[config.mk]
export PLATFORM = sky130hd
export DESIGN_NAME = mc_ctrl_flat
export DESIGN_NICKNAME = d
export VERILOG_FILES = /design/src/rtl/mc_ctrl_pkg.sv /design/src/rtl/mc_ctrl_if.sv /design/src/rtl/mc_ctrl_decode.sv /design/src/rtl/mc_ctrl.sv /design/src/flat_wrapper.sv
export SDC_FILE = /design/constraint.sdc
export NUM_CORES = 1
export LEC_CHECK = 0
export ABC_AREA = 1
export CORE_AREA = 3 3 75 77
export CTS_BUF_LIST = sky130_fd_sc_hd__clkbuf_16
export DETAILED_ROUTE_END_ITERATION = 12
export DIE_AREA = 0 0 78 80
export PLACE_DENSITY = 0.73
export SLEW_MARGIN = 25
export SYNTH_ARGS = -nofsm -noshare
export SYNTH_HDL_FRONTEND = slang
export SYNTH_SLANG_ARGS = --single-unit
[constraint.sdc]
create_clock -name clk -period 3.1 [get_ports clk]
set_input_delay 0.62 -clock clk [delete_from_list [all_inputs] [get_ports clk]]
set_output_delay 0.62 -clock clk [all_outputs]
set_load 0.03 [all_outputs]
[src/rtl/mc_ctrl_pkg.sv]
// Shared encodings for the multicycle MIPS-subset control path: states, opcodes,
// mux-select encodings and the control word driven towards the datapath.
package mc_ctrl_pkg;

   localparam logic [5:0] OP_R    = 6'b000000;
   localparam logic [5:0] OP_LW   = 6'b100011;
   localparam logic [5:0] OP_SW   = 6'b101011;
   localparam logic [5:0] OP_BEQ  = 6'b000100;
   localparam logic [5:0] OP_J    = 6'b000010;
   localparam logic [5:0] OP_ADDI = 6'b001000;

   localparam logic [3:0] S_IDLE   = 4'd0;
   localparam logic [3:0] S_FETCH  = 4'd1;
   localparam logic [3:0] S_DECODE = 4'd2;
   localparam logic [3:0] S_MEMADR = 4'd3;
   localparam logic [3:0] S_MEMRD  = 4'd4;
   localparam logic [3:0] S_MEMWB  = 4'd5;
   localparam logic [3:0] S_MEMWR  = 4'd6;
   localparam logic [3:0] S_EXEC   = 4'd7;
   localparam logic [3:0] S_ALUWB  = 4'd8;
   localparam logic [3:0] S_BRANCH = 4'd9;
   localparam logic [3:0] S_JUMP   = 4'd10;
   localparam logic [3:0] S_ADDIEX = 4'd11;
   localparam logic [3:0] S_ADDIWB = 4'd12;

   localparam logic [1:0] ALUOP_ADD   = 2'b00;
   localparam logic [1:0] ALUOP_SUB   = 2'b01;
   localparam logic [1:0] ALUOP_FUNCT = 2'b10;

   localparam logic [1:0] SRCB_B     = 2'b00;
   localparam logic [1:0] SRCB_FOUR  = 2'b01;
   localparam logic [1:0] SRCB_IMM   = 2'b10;
   localparam logic [1:0] SRCB_IMMSH = 2'b11;

   localparam logic [1:0] PCSRC_ALU    = 2'b00;
   localparam logic [1:0] PCSRC_ALUOUT = 2'b01;
   localparam logic [1:0] PCSRC_JUMP   = 2'b10;

   typedef struct packed {
      logic       pcWrite;
      logic       pcWriteCond;
      logic       iorD;
      logic       memRead;
      logic       memWrite;
      logic       irWrite;
      logic       memtoReg;
      logic       regDst;
      logic       regWrite;
      logic       aluSrcA;
      logic [1:0] aluSrcB;
      logic [1:0] aluOp;
      logic [1:0] pcSource;
   } ctrl_word_t;

   function automatic logic isLegalOp(input logic [5:0] op);
      return (op == OP_R) || (op == OP_LW) || (op == OP_SW) ||
             (op == OP_BEQ) || (op == OP_J) || (op == OP_ADDI);
   endfunction

endpackage

[src/rtl/mc_ctrl_if.sv]
// Control bundle between mc_ctrl (master) and the multicycle datapath (slave).
interface mc_ctrl_if #(parameter int CNT_W = 32);

   logic [5:0]       opcode;
   logic             zero;
   logic             mem_ready;
   logic             PCWrite;
   logic             PCWriteCond;
   logic             IorD;
   logic             MemRead;
   logic             MemWrite;
   logic             IRWrite;
   logic             MemtoReg;
   logic             RegDst;
   logic             RegWrite;
   logic             ALUSrcA;
   logic [1:0]       ALUSrcB;
   logic [1:0]       ALUOp;
   logic [1:0]       PCSource;
   logic             illegal;
   logic [CNT_W-1:0] retired;

   modport master (
      input  opcode, zero, mem_ready,
      output PCWrite, PCWriteCond, IorD, MemRead, MemWrite, IRWrite,
             MemtoReg, RegDst, RegWrite, ALUSrcA, ALUSrcB, ALUOp, PCSource,
             illegal, retired
   );

   modport slave (
      output opcode, zero, mem_ready,
      input  PCWrite, PCWriteCond, IorD, MemRead, MemWrite, IRWrite,
             MemtoReg, RegDst, RegWrite, ALUSrcA, ALUSrcB, ALUOp, PCSource,
             illegal, retired
   );

endinterface

[src/rtl/mc_ctrl_decode.sv]
// Purely combinational state-to-control-word table; FETCH is Mealy on memory ready.
module mc_ctrl_decode
   import mc_ctrl_pkg::*;
(
   input  logic [3:0] state_i,
   input  logic       memReady_i,
   output ctrl_word_t ctrl_o
);

   always_comb begin
      ctrl_o = '0;
      case (state_i)
         S_FETCH: begin
            ctrl_o.memRead = 1'b1;
            ctrl_o.aluSrcB = SRCB_FOUR;
            ctrl_o.irWrite = memReady_i;
            ctrl_o.pcWrite = memReady_i;
         end
         S_DECODE: ctrl_o.aluSrcB = SRCB_IMMSH;
         S_MEMADR, S_ADDIEX: begin
            ctrl_o.aluSrcA = 1'b1;
            ctrl_o.aluSrcB = SRCB_IMM;
         end
         S_MEMRD: begin
            ctrl_o.memRead = 1'b1;
            ctrl_o.iorD    = 1'b1;
         end
         S_MEMWB: begin
            ctrl_o.regWrite = 1'b1;
            ctrl_o.memtoReg = 1'b1;
         end
         S_MEMWR: begin
            ctrl_o.memWrite = 1'b1;
            ctrl_o.iorD     = 1'b1;
         end
         S_EXEC: begin
            ctrl_o.aluSrcA = 1'b1;
            ctrl_o.aluSrcB = SRCB_B;
            ctrl_o.aluOp   = ALUOP_FUNCT;
         end
         S_ALUWB: begin
            ctrl_o.regWrite = 1'b1;
            ctrl_o.regDst   = 1'b1;
         end
         S_ADDIWB: ctrl_o.regWrite = 1'b1;
         S_BRANCH: begin
            ctrl_o.aluSrcA     = 1'b1;
            ctrl_o.aluOp       = ALUOP_SUB;
            ctrl_o.pcWriteCond = 1'b1;
            ctrl_o.pcSource    = PCSRC_ALUOUT;
         end
         S_JUMP: begin
            ctrl_o.pcWrite  = 1'b1;
            ctrl_o.pcSource = PCSRC_JUMP;
         end
         default: ctrl_o = '0;
      endcase
   end

endmodule

[src/rtl/mc_ctrl.sv]
// Multicycle MIPS-subset main control: state register, next-state logic,
// illegal-opcode pulse and retired-instruction counter.
module mc_ctrl
   import mc_ctrl_pkg::*;
#(
   parameter int CNT_W       = 32,
   parameter bit MEM_WAIT_EN = 1'b1
) (
   input  logic      clk,
   input  logic      rst_n,
   mc_ctrl_if.master bus_io
);

   logic [3:0]       state_q, state_d;
   logic [CNT_W-1:0] retired_q, retired_d;
   logic             memRdy;
   logic             retire;
   logic             unusedZero;
   ctrl_word_t       ctrl;

   // The zero flag gates PCWriteCond inside the datapath, not here.
   assign unusedZero = bus_io.zero;
   assign memRdy     = MEM_WAIT_EN ? bus_io.mem_ready : 1'b1;

   always_comb begin
      state_d = state_q;
      retire  = 1'b0;
      case (state_q)
         S_IDLE:   state_d = S_FETCH;
         S_FETCH:  if (memRdy) state_d = S_DECODE;
         S_DECODE: begin
            case (bus_io.opcode)
               OP_LW, OP_SW: state_d = S_MEMADR;
               OP_R:         state_d = S_EXEC;
               OP_BEQ:       state_d = S_BRANCH;
               OP_J:         state_d = S_JUMP;
               OP_ADDI:      state_d = S_ADDIEX;
               default:      state_d = S_FETCH;
            endcase
         end
         S_MEMADR: state_d = (bus_io.opcode == OP_LW) ? S_MEMRD : S_MEMWR;
         S_MEMRD:  if (memRdy) state_d = S_MEMWB;
         S_MEMWR: begin
            if (memRdy) begin
               state_d = S_FETCH;
               retire  = 1'b1;
            end
         end
         S_EXEC:   state_d = S_ALUWB;
         S_ADDIEX: state_d = S_ADDIWB;
         S_MEMWB, S_ALUWB, S_ADDIWB, S_BRANCH, S_JUMP: begin
            state_d = S_FETCH;
            retire  = 1'b1;
         end
         default:  state_d = S_IDLE;
      endcase
   end

   assign retired_d = retired_q + CNT_W'(retire);

   always_ff @(posedge clk or negedge rst_n) begin
      if (!rst_n) begin
         state_q   <= S_IDLE;
         retired_q <= '0;
      end else begin
         state_q   <= state_d;
         retired_q <= retired_d;
      end
   end

   mc_ctrl_decode u_decode (
      .state_i    (state_q),
      .memReady_i (memRdy),
      .ctrl_o     (ctrl)
   );

   assign bus_io.PCWrite     = ctrl.pcWrite;
   assign bus_io.PCWriteCond = ctrl.pcWriteCond;
   assign bus_io.IorD        = ctrl.iorD;
   assign bus_io.MemRead     = ctrl.memRead;
   assign bus_io.MemWrite    = ctrl.memWrite;
   assign bus_io.IRWrite     = ctrl.irWrite;
   assign bus_io.MemtoReg    = ctrl.memtoReg;
   assign bus_io.RegDst      = ctrl.regDst;
   assign bus_io.RegWrite    = ctrl.regWrite;
   assign bus_io.ALUSrcA     = ctrl.aluSrcA;
   assign bus_io.ALUSrcB     = ctrl.aluSrcB;
   assign bus_io.ALUOp       = ctrl.aluOp;
   assign bus_io.PCSource    = ctrl.pcSource;
   assign bus_io.illegal     = (state_q == S_DECODE) && !isLegalOp(bus_io.opcode);
   assign bus_io.retired     = retired_q;

endmodule

[src/flat_wrapper.sv]
// flat-port wrapper written by rule: the top's interface ports become plain ports
module mc_ctrl_flat import mc_ctrl_pkg::*;
#(
   parameter int CNT_W       = 32,
   parameter bit MEM_WAIT_EN = 1'b1
)
  (clk, rst_n, bus_io_opcode, bus_io_zero, bus_io_mem_ready, bus_io_PCWrite, bus_io_PCWriteCond, bus_io_IorD, bus_io_MemRead, bus_io_MemWrite, bus_io_IRWrite, bus_io_MemtoReg, bus_io_RegDst, bus_io_RegWrite, bus_io_ALUSrcA, bus_io_ALUSrcB, bus_io_ALUOp, bus_io_PCSource, bus_io_illegal, bus_io_retired);
  mc_ctrl_if #(.CNT_W(CNT_W)) bus_io_i ();
  input  logic clk;
  input  logic rst_n;
  input wire logic [$bits(bus_io_i.opcode)-1:0] bus_io_opcode;
  input wire logic [$bits(bus_io_i.zero)-1:0] bus_io_zero;
  input wire logic [$bits(bus_io_i.mem_ready)-1:0] bus_io_mem_ready;
  output wire logic [$bits(bus_io_i.PCWrite)-1:0] bus_io_PCWrite;
  output wire logic [$bits(bus_io_i.PCWriteCond)-1:0] bus_io_PCWriteCond;
  output wire logic [$bits(bus_io_i.IorD)-1:0] bus_io_IorD;
  output wire logic [$bits(bus_io_i.MemRead)-1:0] bus_io_MemRead;
  output wire logic [$bits(bus_io_i.MemWrite)-1:0] bus_io_MemWrite;
  output wire logic [$bits(bus_io_i.IRWrite)-1:0] bus_io_IRWrite;
  output wire logic [$bits(bus_io_i.MemtoReg)-1:0] bus_io_MemtoReg;
  output wire logic [$bits(bus_io_i.RegDst)-1:0] bus_io_RegDst;
  output wire logic [$bits(bus_io_i.RegWrite)-1:0] bus_io_RegWrite;
  output wire logic [$bits(bus_io_i.ALUSrcA)-1:0] bus_io_ALUSrcA;
  output wire logic [$bits(bus_io_i.ALUSrcB)-1:0] bus_io_ALUSrcB;
  output wire logic [$bits(bus_io_i.ALUOp)-1:0] bus_io_ALUOp;
  output wire logic [$bits(bus_io_i.PCSource)-1:0] bus_io_PCSource;
  output wire logic [$bits(bus_io_i.illegal)-1:0] bus_io_illegal;
  output wire logic [$bits(bus_io_i.retired)-1:0] bus_io_retired;
  assign bus_io_i.opcode = bus_io_opcode;
  assign bus_io_i.zero = bus_io_zero;
  assign bus_io_i.mem_ready = bus_io_mem_ready;
  assign bus_io_PCWrite = bus_io_i.PCWrite;
  assign bus_io_PCWriteCond = bus_io_i.PCWriteCond;
  assign bus_io_IorD = bus_io_i.IorD;
  assign bus_io_MemRead = bus_io_i.MemRead;
  assign bus_io_MemWrite = bus_io_i.MemWrite;
  assign bus_io_IRWrite = bus_io_i.IRWrite;
  assign bus_io_MemtoReg = bus_io_i.MemtoReg;
  assign bus_io_RegDst = bus_io_i.RegDst;
  assign bus_io_RegWrite = bus_io_i.RegWrite;
  assign bus_io_ALUSrcA = bus_io_i.ALUSrcA;
  assign bus_io_ALUSrcB = bus_io_i.ALUSrcB;
  assign bus_io_ALUOp = bus_io_i.ALUOp;
  assign bus_io_PCSource = bus_io_i.PCSource;
  assign bus_io_illegal = bus_io_i.illegal;
  assign bus_io_retired = bus_io_i.retired;
  mc_ctrl #(.CNT_W(CNT_W), .MEM_WAIT_EN(MEM_WAIT_EN)) u_core (.clk(clk), .rst_n(rst_n), .bus_io(bus_io_i));
endmodule
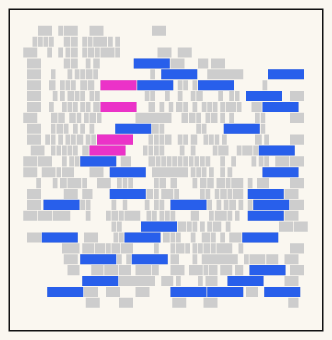
*Sequential cells colored by netlist name, run 1*
(4 px per um) Other cells in gray.
color	signal	flops
blue	`u_core.bus_io.retired`	32
magenta	`u_core.state_q`	4

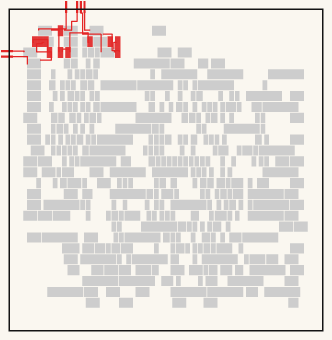
*I/O nets highlighted, run 1*
(4 px per um)
color	port	bits	direction	edge	end cells	buffers	wire
red	`bus_io_opcode`	6	input	4 top, 2 left	11	6	104 um
I/O Buffers: 57
io pins: 59

==> flow_metrics.tcl, run 1 <==
# place-and-route summary
set metrics [dict create \
    status "complete, no violations" \
    crit_buf_inv 2 \
    cp_slowest_cell "clkdlybuf4s50_1" \
    pwr-share-seq 0.348 \
    lay_top_cells "nand2_1 (111), clkdlybuf4s50_1 (57), nor2_1 (49)" \
    top_area_cell "dfrtp_1" \
    power_switching_uw 633.2 \
    power.share.clock 0.276 \
    crit_required_ns 2.48 \
    wire_per_inst_um 12.01 \
    dp_hpwl_um 4328 \
    finalSetupViolations 0 \
    rr_worst_depth 12 \
    netlist_area_mm2 0.002241 \
    rr_startpoint "u_core.state_q[2]" \
    firstDrtPassIters 4 \
    combGateArea_mm2 0.001174 \
    antenna_cells 0 \
    arrival_ns 2.21 \
    top_area_frac 0.4020 \
    grt_pass1_wl_um 9473 \
    finalMaxSlewViolations 0 \
    ys_types 25 \
    insertion_delay_ns 0.28 \
    cts_buffer_depth 2 \
    finalNetCount 398 \
    layout_min_cycle_time_ns 2.826 \
    clk_pin_slew_worst_paths_ns 0.05 \
    crit_fanout 3 \
    cts_setup_buffers 0 \
    timing.final.crit_share 0.9117 \
    power_density_mw_per_mm2 556.2 \
    htreeDepth 2 \
    cap_viol_max_count 0 \
    chipArea_mm2 0.006240 \
    layout_top_cell "nand2_1" \
    r2r_setup_slack_ns 0.62 \
    route.met2.wl_um 2613 \
    tritoncts "yes" \
    cpPeakStageDelay_ns 0.67 \
    synthToLayoutAreaGrowth_pct 35.12 \
    wirelength_um 5478 \
    grt_max_degree 37 \
    endpoint_kind "output pin" \
    drc 0 \
    antenna_found_initial 0 \
    ctsHoldBuffers 0 \
    syn_avg_cell_area_um2 6.938 \
    tightest_slew_ns 0.4467 \
    crit_family "buffers and inverters" \
    p_comb_frac 0.376 \
    topCellsByArea "dfrtp_1 (40%), nand2_1 (19%), nor2_1 (8.2%)" \
    critPathLaunch "bus_io_opcode[2]" \
    skew_ns 0.004370 \
    p_int_mw 1.051 \
    ys_cells 323 \
    met1Wirelength_um 2430 \
    drt_first_iter_violations 139 \
    fin_hold_ws_ns 0.5056 \
    hold_start "u_core.bus_io.retired[31]" \
    fmax_ghz 0.3538 \
    r2r_end "u_core.bus_io.retired[16]" \
    synth.net_count 335 \
    core_mm2 0.005075 \
    fp_util 0.4416 \
    hold_class "flip-flop to flip-flop" \
    place_congestion 0.9245 \
    wl_met3_um 350 \
    grt_pass1_vias 2140 \
    rsz0062_at_grt "no" \
    path_cells "clkdlybuf4s50_1 > nor2_1 > nand3_1 > nand3_1 > nor2_1 > clkdlybuf4s50_1" \
    vias 2216 \
    ys.warnings.count 0 \
    power.leakage_nw 1.352 \
    max_slew_margin 0.7022 \
    ir_drop_uv 502.5 \
    critPathKind "input pin to output pin" \
    hold_path_end "u_core.bus_io.retired[31]" \
    ys.flops 36 \
    p_sw_frac 0.3760 \
    drive_gt1_frac 0.06218 \
    dieWidth_um 78 \
    grt_overflow_total 0 \
    grt_usage 0.1911 \
    synthCells 323 \
    yosys_area_mm2 0.002241 \
    die_y_um 80 \
    top_layer_used "met4" \
    hold_viol 0 \
    num-fill-cells 493 \
    warnings 27 \
    yosysSeqAreaShare 0.4020 \
    setup-tns-final_ns 0 \
    rows 26 \
    clockRootBuffer "clkbuf_16" \
    ff_latch_area_um2 900.9 \
    hold_depth 2 \
    cts-resized-gates 0 \
    startpoint_type "input pin" \
    final_antenna_net_count 0 \
    via_per_inst 4.860 \
]
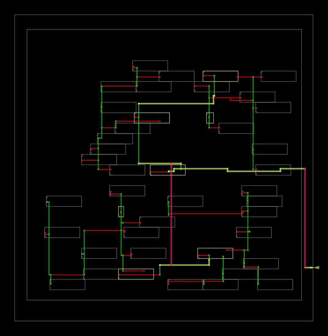
*Clock wiring as the flow saved it, run 1*
flop count: 36
CTS buffer count: 5
CTS Sinks: 36
Clk power: 465 uW

==> run 1: flip-flops by register name, indices dropped and copies added, names as in the netlist <==
register,cells
u_core.state_q,4
u_core.bus_io.retired,32
==> run 1: synthesized netlist by cell type <==
library cell,number
o2111ai_1,1
and2_2,1
and3_1,1
nand3_2,2
inv_1,37
xor2_1,11
nand3b_1,7
nor2_1,49
buf_2,1
nor2_4,4
inv_2,2
o21ai_0,9
a21oi_1,2
nor3_2,1
xnor2_1,4
buf_4,2
nor2_2,3
nand2_1,111
ha_1,2
nand4_1,2
nand2_2,3
dfrtp_1,36
nor4_1,1
nand3_1,18
nor3_1,13
==> run 1: metal layers <==
layer  up-vias  global-route usage
li1       1135                   -
met1      1008              0.2283
met2        67              0.3313
met3         6             0.05079
met4         0             0.06643
met5         -                   0
==> run 1: layout make-up <==
cell class                      count  share of cell area
Clock buffer                        5             0.04132
Clock inverter                      2            0.002893
Inverter                           39             0.04835
Multi-Input combinational cell    245              0.3876
Sequential cell                    36              0.2975
Tap cell                           70             0.02893
Timing Repair Buffer               59              0.1934
==> run 1: worst max-delay path by stage <==
stage	cells past startpoint	end	slack, ns
floorplan	12	u_core.bus_io.retired[16]	0.50
global placement	6	bus_io_illegal	0.29
detailed placement	6	bus_io_illegal	0.27
CTS	6	bus_io_illegal	0.27
global route	6	bus_io_illegal	0.15
finish	6	bus_io_illegal	0.27
==> run 1: stage by stage <==
step | worst slack [ns] | utilization | instances | area [um^2] | power (mW)
6_report | 0.2737 | 0.5966 | 456 | 3028 | 1.684
3_3_place_gp | 0.2942 | 0.5703 | 449 | 2894 | 1.225
4_1_cts | 0.2732 | 0.5966 | 456 | 3028 | 1.699
5_1_grt | 0.1476 | 0.5966 | 456 | 3028 | 1.786
3_5_place_dp | 0.2682 | 0.5703 | 449 | 2894 | 1.226
2_1_floorplan | 0.4958 | - | 323 | 2241 | 0.9793
==> run 1: worst register-to-register path, cell delays in order, from the launching register on <==
cell and delay, ns:
dfrtp_1 0.41, inv_1 0.09, nor2_1 0.17, inv_1 0.12
nor2_1 0.15, a21oi_1 0.08, o2111ai_1 0.10, ha_1 0.22
ha_1 0.19, nand3_2 0.17, nor3_1 0.36, nand3_1 0.14
xor2_1 0.16
==> run 1: power by group through the flow <==
stage / Sequential, mW / Clock, mW / Combinational (mW)
finish: 0.586 / 0.465 / 0.633
global placement: 0.591 / 0 / 0.634
global route: 0.593 / 0.493 / 0.700
floorplan: 0.623 / 0 / 0.357
CTS: 0.584 / 0.476 / 0.639
detailed placement: 0.589 / 0 / 0.636
==> run 1: kinds of logic (layout without fill, tap and decap cells) <==
group	Yosys count	count (layout)	synth area share
and+or+nand+nor	216	216	0.4255
DFF	36	36	0.4020
xor gates and xnor gates	15	15	0.05862
buffers and inverters	42	105	0.07426
AOI/OAI and AO/OA	12	12	0.02848
adders and majority gates	2	2	0.01117
### Cell area per tile, run 1

(3 px per um) The die is cut into 8 by 8 equal tiles; dark purple is low, yellow is high, 0 to 100% covered.
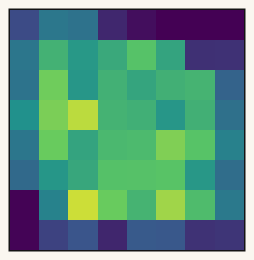

--- run 2 (diff from run 1) ---
Settings changed: ABC_AREA 1 to default, CORE_AREA 3 3 75 77 to 2 2 69 71, CTS_CLUSTER_SIZE from default to 12, DIE_AREA 0 0 78 80 to 0 0 71 73, PLACE_DENSITY 0.73 to 0.76.
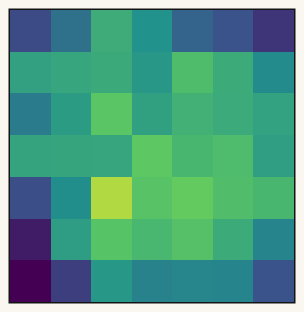
*Cell area per tile, run 2*
(4 px per um) The die is cut into 7 by 7 equal tiles; dark purple is low, yellow is high, 0 to 100% covered.
nearly empty tiles	2.0%
tiles over 75% full	4.1%
mean over tiles	52%
emptiest ninth of the die	bottom left
fullest tile	88%
Finished Core Util: 0.6119
Init Core Util: 0.4314

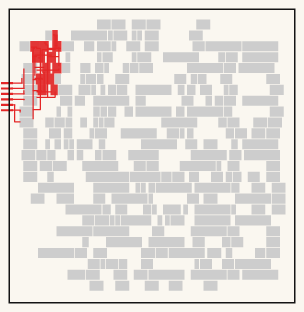
*I/O nets highlighted, run 2*
(4 px per um)
color	port	bits	direction	edge	end cells	buffers	wire
red	`bus_io_opcode`	6	input	left	12	6	146 um

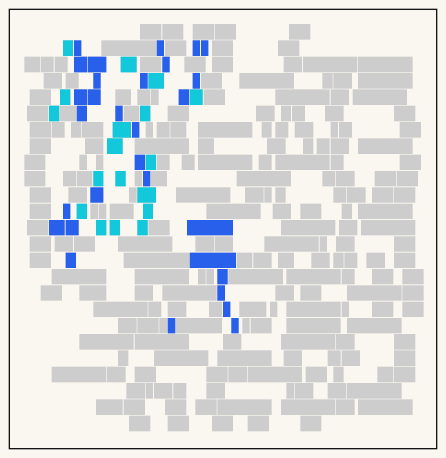
*Selected gate families, run 2*
(6 px per um)
color	family	cells
cyan	inverting AOI/OAI gates	18
blue	NOR gates	30

==> run 2 against run 1 <==
  * Sequential share of layout area is 2.7 points higher
  * Synthesized cell count is 40% lower
  * Clock power is 21% higher
  * First-iteration DRC count is 49% lower
  * Via count is 26% lower
  * Largest cell class unchanged
==> flow_metrics.tcl, run 2 <==
# place-and-route summary
set metrics [dict create \
    ys_cells 195 \
    crit_buf_inv 3 \
    antenna_cells 0 \
    startpoint_type "input pin" \
    design_area_mm2 0.002775 \
    chipArea_mm2 0.005183 \
    status "complete, no violations" \
    hold_class "flip-flop to flip-flop" \
    critPathKind "input pin to output pin" \
    final_cells 312 \
    crit_top_cell "clkdlybuf4s50_1" \
    layout_min_cycle_time_ns 2.776 \
    finalPower_mw 1.999 \
    cpPeakStageDelay_ns 0.69 \
    synth.net_count 207 \
    synthArstFlopShare 1.000 \
    netlist_area_mm2 0.001957 \
    synthToLayoutAreaGrowth_pct 41.82 \
    hold_start "u_core.bus_io.retired[31]" \
    edf_count 0 \
    fmax_ghz 0.3602 \
    ctsHoldBuffers 0 \
    vias 1650 \
    syn_avg_cell_area_um2 10.04 \
    grt_usage 0.1790 \
    largest_reg_flops 32 \
    setup_ws_ns 0.3239 \
    grt_overflow_total 0 \
    cts_setup_buffers 0 \
    topCellsByArea "dfrtp_1 (46%), xnor2_1 (11%), nand2_1 (3.3%)" \
    cts_buffer_depth 2 \
    cts_made_buffers 5 \
    tritoncts "yes" \
    top_area_cell "dfrtp_1" \
    core_mm2 0.004536 \
    ys_top_cells_by_count "dfrtp_1 (36), xnor2_1 (25), nand2_1 (17)" \
    rr_startpoint "u_core.state_q[1]" \
    arrival_ns 2.16 \
    htreeDepth 2 \
    power.leakage_nw 1.193 \
    dieWidth_um 71 \
    timing.final.crit_share 0.8955 \
    rr_worst_depth 11 \
    wirelength_um 4211 \
    top_cell "dfrtp_1" \
    pre_cts_slack_ns -0.02211 \
    lay_top_cells "clkdlybuf4s50_1 (56), dfrtp_1 (36), xnor2_1 (25)" \
    r2r_end "u_core.bus_io.retired[30]" \
    ys.flops 36 \
    path_cells "clkdlybuf4s50_1 > buf_4 > nand2_1 > o22ai_1 > clkdlybuf4s50_1" \
    place.port_buffers 57 \
    endpoint_kind "output pin" \
    firstDrtPassIters 4 \
    fin_hold_ws_ns 0.4709 \
    power_density_mw_per_mm2 720.4 \
    die_y_um 73 \
    place_congestion 0.8608 \
    finalSetupViolations 0 \
    crit_required_ns 2.48 \
    ys_types 42 \
    antenna_found_initial 0 \
    skew_ns 0.003752 \
    crit_family "buffers and inverters" \
    cap_viol_max_count 0 \
    max_slew_margin 0.6889 \
    io-pin-count 59 \
    setup-tns-final_ns 0 \
    final_antenna_net_count 0 \
    synthCells 195 \
    top_area_frac 0.4604 \
    drt_first_iter_violations 71 \
    drive_gt1_frac 0.09690 \
    hold_depth 1 \
    cp_slowest_cell "clkdlybuf4s50_1" \
    dp_cells 304 \
    ir_drop_uv 658.7 \
    clock-sinks 36 \
    clockRootBuffer "clkbuf_16" \
    finalMaxSlewViolations 0 \
    drc 0 \
    warnings 27 \
    hold_viol 0 \
    clk_pin_slew_worst_paths_ns 0.05 \
    rows 25 \
    dp_hpwl_um 3047 \
    grt_max_degree 37 \
    hold_path_end "u_core.bus_io.retired[31]" \
    num-fill-cells 404 \
    grt_pass1_wl_um 7320 \
    tightest_slew_ns 0.4667 \
    via_per_inst 5.288 \
    rsz0062_at_grt "no" \
    finalNetCount 269 \
    synth-main-ff-cell "dfrtp_1" \
    insertion_delay_ns 0.28 \
    layout_top_cell "clkdlybuf4s50_1" \
    wire_per_inst_um 13.50 \
    grt_pass1_vias 1584 \
    crit_fanout 5 \
    r2r_setup_slack_ns 0.46 \
    yosys_area_mm2 0.001957 \
    yosysSeqAreaShare 0.4604 \
    placed_area_mm2 0.002603 \
    ys.warnings.count 0 \
]
## run 2: cell count changes after synthesis, moves of 6 or more
cell / before / now
nor3_1: 13 / 5
nand3b_1: 7 / 0
xnor2_1: 4 / 25
nand2_1: 111 / 17
nand3_1: 18 / 10
a21oi_1: 2 / 8
clkbuf_1: 0 / 6
nor2_1: 49 / 16
inv_1: 37 / 2
## run 2: cell families after synthesis
group / synth area share
and+or+nand+nor: 0.2698
buffers and inverters: 0.02557
AOI/OAI and AO/OA: 0.08313
adders and majority gates: 0.01790
xor gates and xnor gates: 0.1432
DFF: 0.4604
## run 2: per-layer routing
layer | vias up | wire length, um | track usage
met3 | 8 | 171 | 0.03729
met2 | 39 | 2105 | 0.2970
met1 | 788 | 1856 | 0.2237
met5 | - | 0 | 0
met4 | 0 | 76 | 0.08595
li1 | 815 | - | -
## run 2: repair_timing
item,in CTS,in global routing
endpoints found under the hold margin,0,0
endpoints found under the setup margin,0,1
gates resized,0,1
## run 2: how the worst max path moves through the flow
stage / to / slack [ns] / cells past startpoint / startpoint
3_3_place_gp: u_core.bus_io.retired[28] / 0.09 / 12 / bus_io_mem_ready
3_5_place_dp: u_core.bus_io.retired[30] / -0.02 / 12 / bus_io_mem_ready
2_1_floorplan: bus_io_illegal / 0.44 / 4 / bus_io_opcode[3]
4_1_cts: u_core.bus_io.retired[30] / 0.27 / 12 / bus_io_mem_ready
6_report: bus_io_PCWrite / 0.32 / 5 / bus_io_mem_ready
5_1_grt: u_core.bus_io.retired[30] / 0.09 / 12 / bus_io_mem_ready
## run 2: where the power goes
group | switching (mW) | total, mW | internal, mW
logic | 0.443 | 0.796 | 0.353
clock network | 0.187 | 0.564 | 0.377
registers | 0.115 | 0.639 | 0.524
## run 2: cell type report
cell class | instances | area [um^2] | area share
clock inverters | 3 | 42.54 | 0.01533
well taps | 54 | 67.56 | 0.02435
clock buffers | 5 | 125.1 | 0.04509
inverters | 2 | 7.507 | 0.002705
repair buffers | 64 | 620.6 | 0.2236
flip-flops and latches | 36 | 900.9 | 0.3246
multi-input cells | 148 | 1011 | 0.3643
Power is estimated from default activity; no workload was simulated.
